### Clock nets, run 1

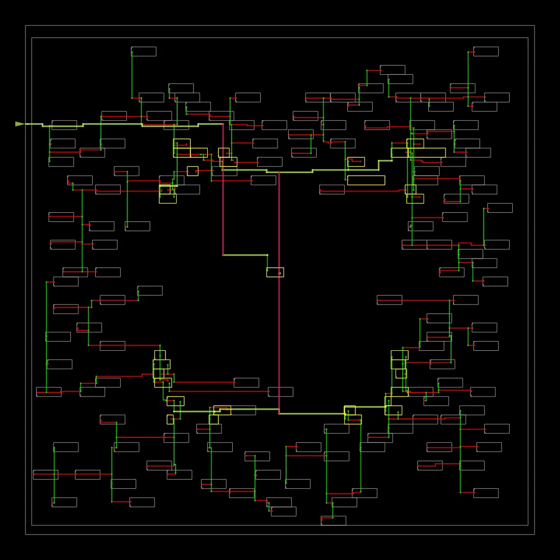
### Metal layers overlaid, run 1

Two of the layers only.
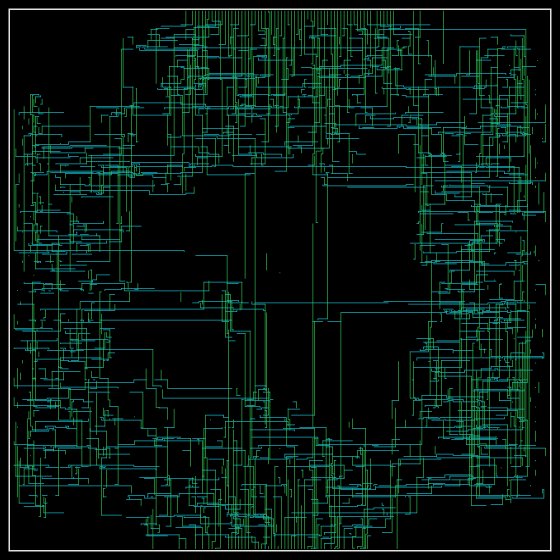
### Sequential cells colored by netlist name, run 1

The bar under the picture is 50 µm long. Other sequential cells in the stronger gray, the rest of the logic in the fainter gray.
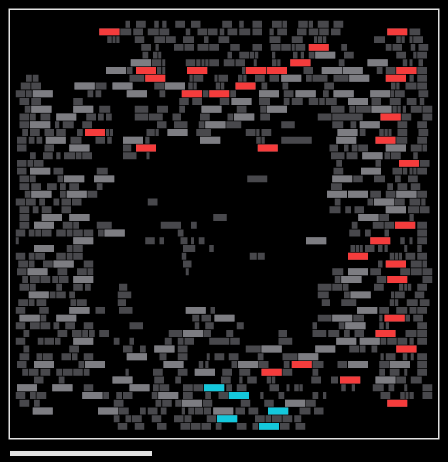
==> src/rtl/mem_wb_stage.sv <==
// rtl/mem_wb_stage.sv - MIPS memory stage: variable-latency dmem request bus and MEM/WB register
module mem_wb_stage #(
    parameter int ADDR_W = 32
) (
    input  logic              clk,
    input  logic              reset,
    input  logic              RegWriteM,
    input  logic              MemtoRegM,
    input  logic              MemWriteM,
    input  logic [4:0]        WriteRegM,
    input  logic [31:0]       ALUOutM,
    input  logic [31:0]       WriteDataM,
    output logic              dmem_req,
    output logic              dmem_we,
    output logic [ADDR_W-1:0] dmem_addr,
    output logic [31:0]       dmem_wdata,
    input  logic              dmem_ready,
    input  logic [31:0]       dmem_rdata,
    output logic              StallM,
    output logic              AlignErrM,
    output logic              RegWriteW,
    output logic              MemtoRegW,
    output logic [4:0]        WriteRegW,
    output logic [31:0]       ReadDataW,
    output logic [31:0]       ALUOutW,
    output logic [31:0]       ResultW
);

    typedef enum logic [0:0] {IDLE, BUSY} state_t;

    state_t              state_q, state_d;
    logic                dmem_req_q, dmem_req_d;
    logic                dmem_we_q, dmem_we_d;
    logic [ADDR_W-1:0]   dmem_addr_q, dmem_addr_d;
    logic [31:0]         dmem_wdata_q, dmem_wdata_d;
    logic                reg_write_w_q, reg_write_w_d;
    logic                mem_to_reg_w_q, mem_to_reg_w_d;
    logic [4:0]          write_reg_w_q, write_reg_w_d;
    logic [31:0]         read_data_w_q, read_data_w_d;
    logic [31:0]         alu_out_w_q, alu_out_w_d;

    logic memop;
    logic misal;

    assign memop = MemtoRegM | MemWriteM;
    assign misal = memop & (ALUOutM[1:0] != 2'b00);

    // Stall while an aligned access is being launched or is still waiting for ready;
    // both outputs are forced low while reset is asserted.
    always_comb begin
        StallM    = 1'b0;
        AlignErrM = 1'b0;
        if (!reset) begin
            if (state_q == IDLE) begin
                StallM    = memop & ~misal;
                AlignErrM = misal;
            end else begin
                StallM    = ~dmem_ready;
            end
        end
    end

    // Next-state logic for the request FSM, the dmem bus registers and the MEM/WB register.
    always_comb begin
        state_d        = state_q;
        dmem_req_d     = dmem_req_q;
        dmem_we_d      = dmem_we_q;
        dmem_addr_d    = dmem_addr_q;
        dmem_wdata_d   = dmem_wdata_q;
        // Default capture is a bubble; the address/data fields still track EX/MEM.
        reg_write_w_d  = 1'b0;
        mem_to_reg_w_d = 1'b0;
        write_reg_w_d  = WriteRegM;
        read_data_w_d  = read_data_w_q;
        alu_out_w_d    = ALUOutM;
        case (state_q)
            IDLE: begin
                if (!memop) begin
                    reg_write_w_d  = RegWriteM;
                    mem_to_reg_w_d = MemtoRegM;
                end else if (!misal) begin
                    state_d      = BUSY;
                    dmem_req_d   = 1'b1;
                    dmem_we_d    = MemWriteM;
                    dmem_addr_d  = ALUOutM[ADDR_W-1:0];
                    dmem_wdata_d = WriteDataM;
                end
            end
            BUSY: begin
                if (dmem_ready) begin
                    // EX/MEM was frozen during the access, so its fields still describe it.
                    state_d        = IDLE;
                    dmem_req_d     = 1'b0;
                    reg_write_w_d  = RegWriteM;
                    mem_to_reg_w_d = MemtoRegM;
                    if (!dmem_we_q) begin
                        read_data_w_d = dmem_rdata;
                    end
                end
            end
            default: begin
                state_d = IDLE;
            end
        endcase
    end

    // Register update with synchronous reset that wins from any state, including mid-access.
    always_ff @(posedge clk) begin
        if (reset) begin
            state_q        <= IDLE;
            dmem_req_q     <= 1'b0;
            dmem_we_q      <= 1'b0;
            dmem_addr_q    <= '0;
            dmem_wdata_q   <= '0;
            reg_write_w_q  <= 1'b0;
            mem_to_reg_w_q <= 1'b0;
            write_reg_w_q  <= '0;
            read_data_w_q  <= '0;
            alu_out_w_q    <= '0;
        end else begin
            state_q        <= state_d;
            dmem_req_q     <= dmem_req_d;
            dmem_we_q      <= dmem_we_d;
            dmem_addr_q    <= dmem_addr_d;
            dmem_wdata_q   <= dmem_wdata_d;
            reg_write_w_q  <= reg_write_w_d;
            mem_to_reg_w_q <= mem_to_reg_w_d;
            write_reg_w_q  <= write_reg_w_d;
            read_data_w_q  <= read_data_w_d;
            alu_out_w_q    <= alu_out_w_d;
        end
    end

    assign dmem_req   = dmem_req_q;
    assign dmem_we    = dmem_we_q;
    assign dmem_addr  = dmem_addr_q;
    assign dmem_wdata = dmem_wdata_q;
    assign RegWriteW  = reg_write_w_q;
    assign MemtoRegW  = mem_to_reg_w_q;
    assign WriteRegW  = write_reg_w_q;
    assign ReadDataW  = read_data_w_q;
    assign ALUOutW    = alu_out_w_q;
    assign ResultW    = mem_to_reg_w_q ? read_data_w_q : alu_out_w_q;

endmodule

==> config.mk <==
export PLATFORM = sky130hd
export DESIGN_NAME = mem_wb_stage
export DESIGN_NICKNAME = d
export VERILOG_FILES = /design/src/rtl/mem_wb_stage.sv
export SDC_FILE = /design/constraint.sdc
export NUM_CORES = 1
export LEC_CHECK = 0
export ABC_AREA = 0
export CORE_MARGIN = 1.5
export CORE_UTILIZATION = 25
export CTS_BUF_LIST = sky130_fd_sc_hd__clkbuf_8
export DETAILED_ROUTE_END_ITERATION = 6
export HOLD_SLACK_MARGIN = 0.12
export PLACE_DENSITY = 0.63
export RECOVER_POWER = 100
export SLEW_MARGIN = 0
export SYNTH_ARGS = -nofsm -noshare
export SYNTH_HDL_FRONTEND = slang
export SYNTH_SLANG_ARGS = --single-unit
export TNS_END_PERCENT = 10
==> constraint.sdc <==
create_clock -name clk -period 2.83 [get_ports clk]
set_input_delay 0.566 -clock clk [delete_from_list [all_inputs] [get_ports clk]]
set_output_delay 0.566 -clock clk [all_outputs]
set_load 0.05 [all_outputs]
==> impl_metrics.toml, run 1 <==
# generated from flow reports
[worst_setup_path]
critical_path.endpoint = "StallM"
critPathLaunch = "ALUOutM[1]"
criticalPathCategory = "in2out"
worstPathMaxFanout = 4

[clocking]
cts_resized = 0
cts_tree = "built"
cts_hold_repair.buffers = 0
clock_tree.root_cell = "sky130_fd_sc_hd__clkbuf_8"
post_cts_buffers = 0
clock_sink_count = 138
cts-root-to-sink-buffers = 2

[run_status]
run_status = "complete, no violations"

[worst_hold_path]
hold_path_depth = 2
timing.hold.worst.class = "reg2reg"

[sta]
max_slew.worst_pin.slew_ns = 1.30
timing.slew.headroom = 0.131
finalClockSkew_ns = 0.00749

[routing]
met3RoutedLength_um = 1670
initialDrtViolationCount = 128
met1_length_um = 6670
drcViolationCount = 0
antenna_left = 0

[synthesis]
synthCells = 518
synth_flop_count = 138
netlist-cell-type-count = 22
post_synth_main_area_contributors = "sky130_fd_sc_hd__dfxtp_1, sky130_fd_sc_hd__nor2b_1, sky130_fd_sc_hd__nand2b_1, sky130_fd_sc_hd__mux2_4, sky130_fd_sc_hd__mux2_2"

[global_route]
pin_count_of_the_biggest_net_entering_global_routing = 83
grt_remaining_overflow = 0
grtUsageMet1 = 0.170
m3_gr_usage = 0.0618
grt_pass1_wl_um = 24300

[placement]
buffer_ports.inserted = 277
post-place-cells = 1044
gp_routability_congestion = 0.701

[finish]
lay_top_count = "sky130_fd_sc_hd__dfxtp_1"
post_route_cells_drive_above_1_share = 0.155

[power]
power_report.internal_total_w = 0.00322
vdd.ir_drop.worst_mv = 0.291
combPwrFrac = 0.200

[floorplanning]
die_y_um = 151
Back to the opening pictures, 'Clock nets':
Clk. pwr: 0.00167 W
clock latency on the worst-skew pair: 0.43 ns
final-layout clock buffer total: 18

Back to the opening pictures, 'Metal layers overlaid':
[green] met2 | wire length: 7380 µm
[cyan] met1 | wire length: 6670 µm

Back to the opening pictures, 'Sequential cells colored by netlist name':
[cyan] `WriteRegW` | sequential cells: 5 | where: south
[red] `ReadDataW` | sequential cells: 32 | where: all over the die
not colored: 101

[run 1: area by class of cell]
cell class | count | area [µm²] | area share
Clock buffer | 18 | 248 | 0.0286
Clock inverter | 14 | 159 | 0.0184
Multi-Input combinational cell | 342 | 2420 | 0.280
Sequential cell | 138 | 2760 | 0.319
Tap cell | 275 | 344 | 0.0398
Timing Repair Buffer | 289 | 2720 | 0.314
[run 1: per-stage QoR]
step | power (W) | cell area [µm²] | setup slack, ns
after global placement | 0.00312 | 8440 | 0.0459
final | 0.00466 | 8650 | 0.140
after floorplan | 0.00271 | 5450 | 0.101
after global routing | 0.00490 | 8650 | 0.0735
after CTS | 0.00483 | 8840 | 0.0568
after detailed placement | 0.00312 | 8440 | 0.0568
[run 1: registers in the layout (all words and copies together), names as in the netlist]
name and flops:
RegWriteW 1, dmem_we 1, dmem_req 1, ReadDataW 32, ALUOutW 32, dmem_addr 32, MemtoRegW 1, dmem_wdata 32
WriteRegW 5, state_q 1
[run 1: worst max-delay path, stage by stage]
cell	delay (ns)
sky130_fd_sc_hd__clkdlybuf4s50_1	0.47
sky130_fd_sc_hd__or4_2	0.71
sky130_fd_sc_hd__a21oi_2	0.20
sky130_fd_sc_hd__buf_12	0.18
[run 1: power groups by stage]
stage / logic [W] / registers, W / clock network (W)
4_1_cts: 0.00101 / 0.00207 / 0.00175
3_5_place_dp: 0.00101 / 0.00211 / 0
5_1_grt: 0.000986 / 0.00208 / 0.00184
3_3_place_gp: 0.00100 / 0.00211 / 0
2_1_floorplan: 0.000323 / 0.00239 / 0
6_report: 0.000933 / 0.00206 / 0.00167
[run 1: cells by family after synthesis]
family,Yosys count
simple gates,211
mux,95
flops,138
buf+inv,38
compound gates,36
## Run 2: what changed since run 1
Settings changed: DONT_BUFFER_PORTS set to 1, GPL_ROUTABILITY_DRIVEN set to 1, PLACE_DENSITY 0.63 to 0.46, SLEW_MARGIN 0 to 20.
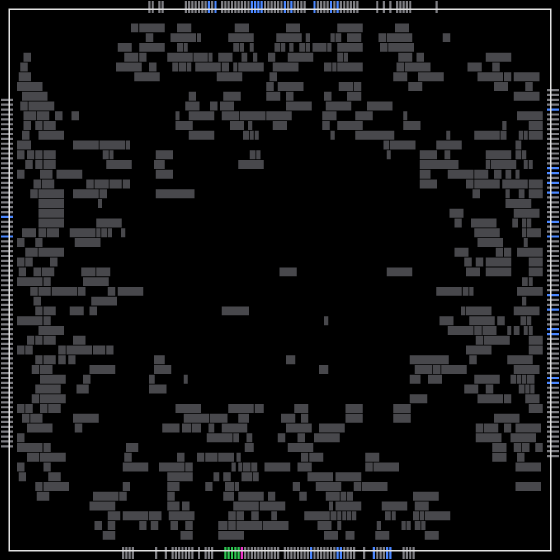
*Pin map, run 2*
Pins as bars across the die edge, other pins in gray.
[green] `WriteRegM` | pins: 5 | direction: input | edge: south
[blue] `dmem_rdata` | pins: 32 | direction: input | edge: 13 east, 11 north, 6 south, 2 west
[magenta] `RegWriteM` | pins: 1 | direction: input | edge: south
all pins by edge: 76 east, 72 west, 67 south, 63 north

==> run 2 against run 1 <==
Against the previous run: via count is 21% lower; power is 4.4% lower; fmax is 8.0% higher; critical path type is now reg2out; routed wire length is 11% lower; combinational power is 68% lower; synthesized area stayed put; global-route usage is 1.9 points lower; final cell count is 26% lower; non-clock buffer count is 278 lower; largest power group unchanged.
==> impl_metrics.toml, run 2 <==
# generated from flow reports
[floorplanning]
fp.dieArea_mm2 = 0.0227
die_y_um = 151

[global_route]
grt_remaining_overflow = 0
pin_count_of_the_biggest_net_entering_global_routing = 174
grt_pass1_wl_um = 20600

[clocking]
cts_hold_repair.buffers = 0
cts_resized = 0
cts_tree = "built"
worst_skew_pair.late_latency_ns = 0.44
cts-root-to-sink-buffers = 2
post_cts_buffers = 0
clock_tree.root_cell = "sky130_fd_sc_hd__clkbuf_8"
clock_sink_count = 138

[synthesis]
syn_nets = 625
simple_gate_area_frac = 0.213
synth-seq-area-share = 0.508
synthXorXnorAreaFrac = 0
synthMostInstantiatedCell = "sky130_fd_sc_hd__dfxtp_1"
netlist-cell-type-count = 22
synth_top_flop_cell = "sky130_fd_sc_hd__dfxtp_1"
synth_flop_count = 138
synthCells = 518
synth_area_leader_cell = "sky130_fd_sc_hd__dfxtp_1"
post_synth_main_area_contributors = "sky130_fd_sc_hd__dfxtp_1, sky130_fd_sc_hd__nor2b_1, sky130_fd_sc_hd__nand2b_1, sky130_fd_sc_hd__mux2_4, sky130_fd_sc_hd__mux2_2"
top_area_contributor_share = 0.508

[power]
vdd.ir_drop.worst_mv = 0.222
power_leakage_nw = 2.24

[run_status]
run_status = "complete, no violations"

[sta]
timing.slew.headroom = 0.257
max_slew.worst_pin.slew_ns = 1.11
unrepaired_setup_endpoints_after_global_routing = "false"
hold_viol_final = 0
finalClockSkew_ns = 0.0103

[finish]
post_route_cells_drive_above_1_share = 0.0841
comb_area_mm2 = 0.00238
antenna_cells = 0
ff_latch_area_mm2 = 0.00276
finalInstanceArea_mm2 = 0.00601
lay_top_count = "sky130_fd_sc_hd__dfxtp_1"

[placement]
postPlaceCellArea_mm2 = 0.00570
buffer_ports.inserted = 0
gp_routability_congestion = 0.725

[worst_hold_path]
timing.hold.worst.class = "in2reg"

[routing]
initialDrtViolationCount = 122
drcViolationCount = 0
antenna_left = 0

[worst_setup_path]
worstPathMaxFanout = 8
criticalPathCategory = "reg2out"
## run 2: cell counts after synthesis
No cell type changed its count.
## run 2: routing by layer
| metal | wire [µm] | GRT usage | vias up |
|---|---|---|---|
| li1 | - | - | 1672 |
| met4 | 164 | 0.0436 | 0 |
| met1 | 5410 | 0.126 | 1625 |
| met5 | 0 | 0 | - |
| met2 | 7060 | 0.212 | 176 |
| met3 | 1540 | 0.0618 | 9 |
## run 2: critical path, cell delays in order, from the launching register on
cell	delay [ns]
sky130_fd_sc_hd__dfxtp_1	0.38
sky130_fd_sc_hd__or4_2	0.64
sky130_fd_sc_hd__a21oi_1	0.17
sky130_fd_sc_hd__clkbuf_2	0.30
## run 2: worst paths after layout
path,startpoint,to,cells after the start
max,state_q$_SDFF_PP0_,StallM,3
max reg2reg,dmem_we$_SDFFE_PP0P_,ReadDataW[2]$_SDFFE_PP0P_,4
min reg2reg,state_q$_SDFF_PP0_,MemtoRegW$_SDFF_PP0_,2
min,reset,ALUOutW[1]$_SDFF_PP0_,1
## run 2: stage by stage
stage          utilization  hold WS [ns]  cells  total power [W]  setup WS (ns)
6_report             0.284         0.196    798          0.00446          0.341
5_1_grt              0.284         0.145    798          0.00465          0.178
4_1_cts              0.291         0.153    798          0.00458          0.357
3_5_place_dp         0.270         0.635    766          0.00275          0.631
3_3_place_gp         0.270         0.633    766          0.00274          0.625
2_1_floorplan            -         0.537    518          0.00271          0.101
## run 2: final cells by class
class / count / area share
Clock inverter: 12 / 0.0287
Sequential cell: 138 / 0.460
Multi-Input combinational cell: 342 / 0.396
Tap cell: 275 / 0.0573
Timing Repair Buffer: 11 / 0.0121
Clock buffer: 20 / 0.0458
## run 2: power by group
part	total, W	switching, W	internal [W]
combinational	0.000294	0.000188	0.000107
sequential	0.00237	0.000344	0.00202
clock	0.00180	0.000769	0.00103
No activity file was given, so power comes from the tool's default toggle rates.
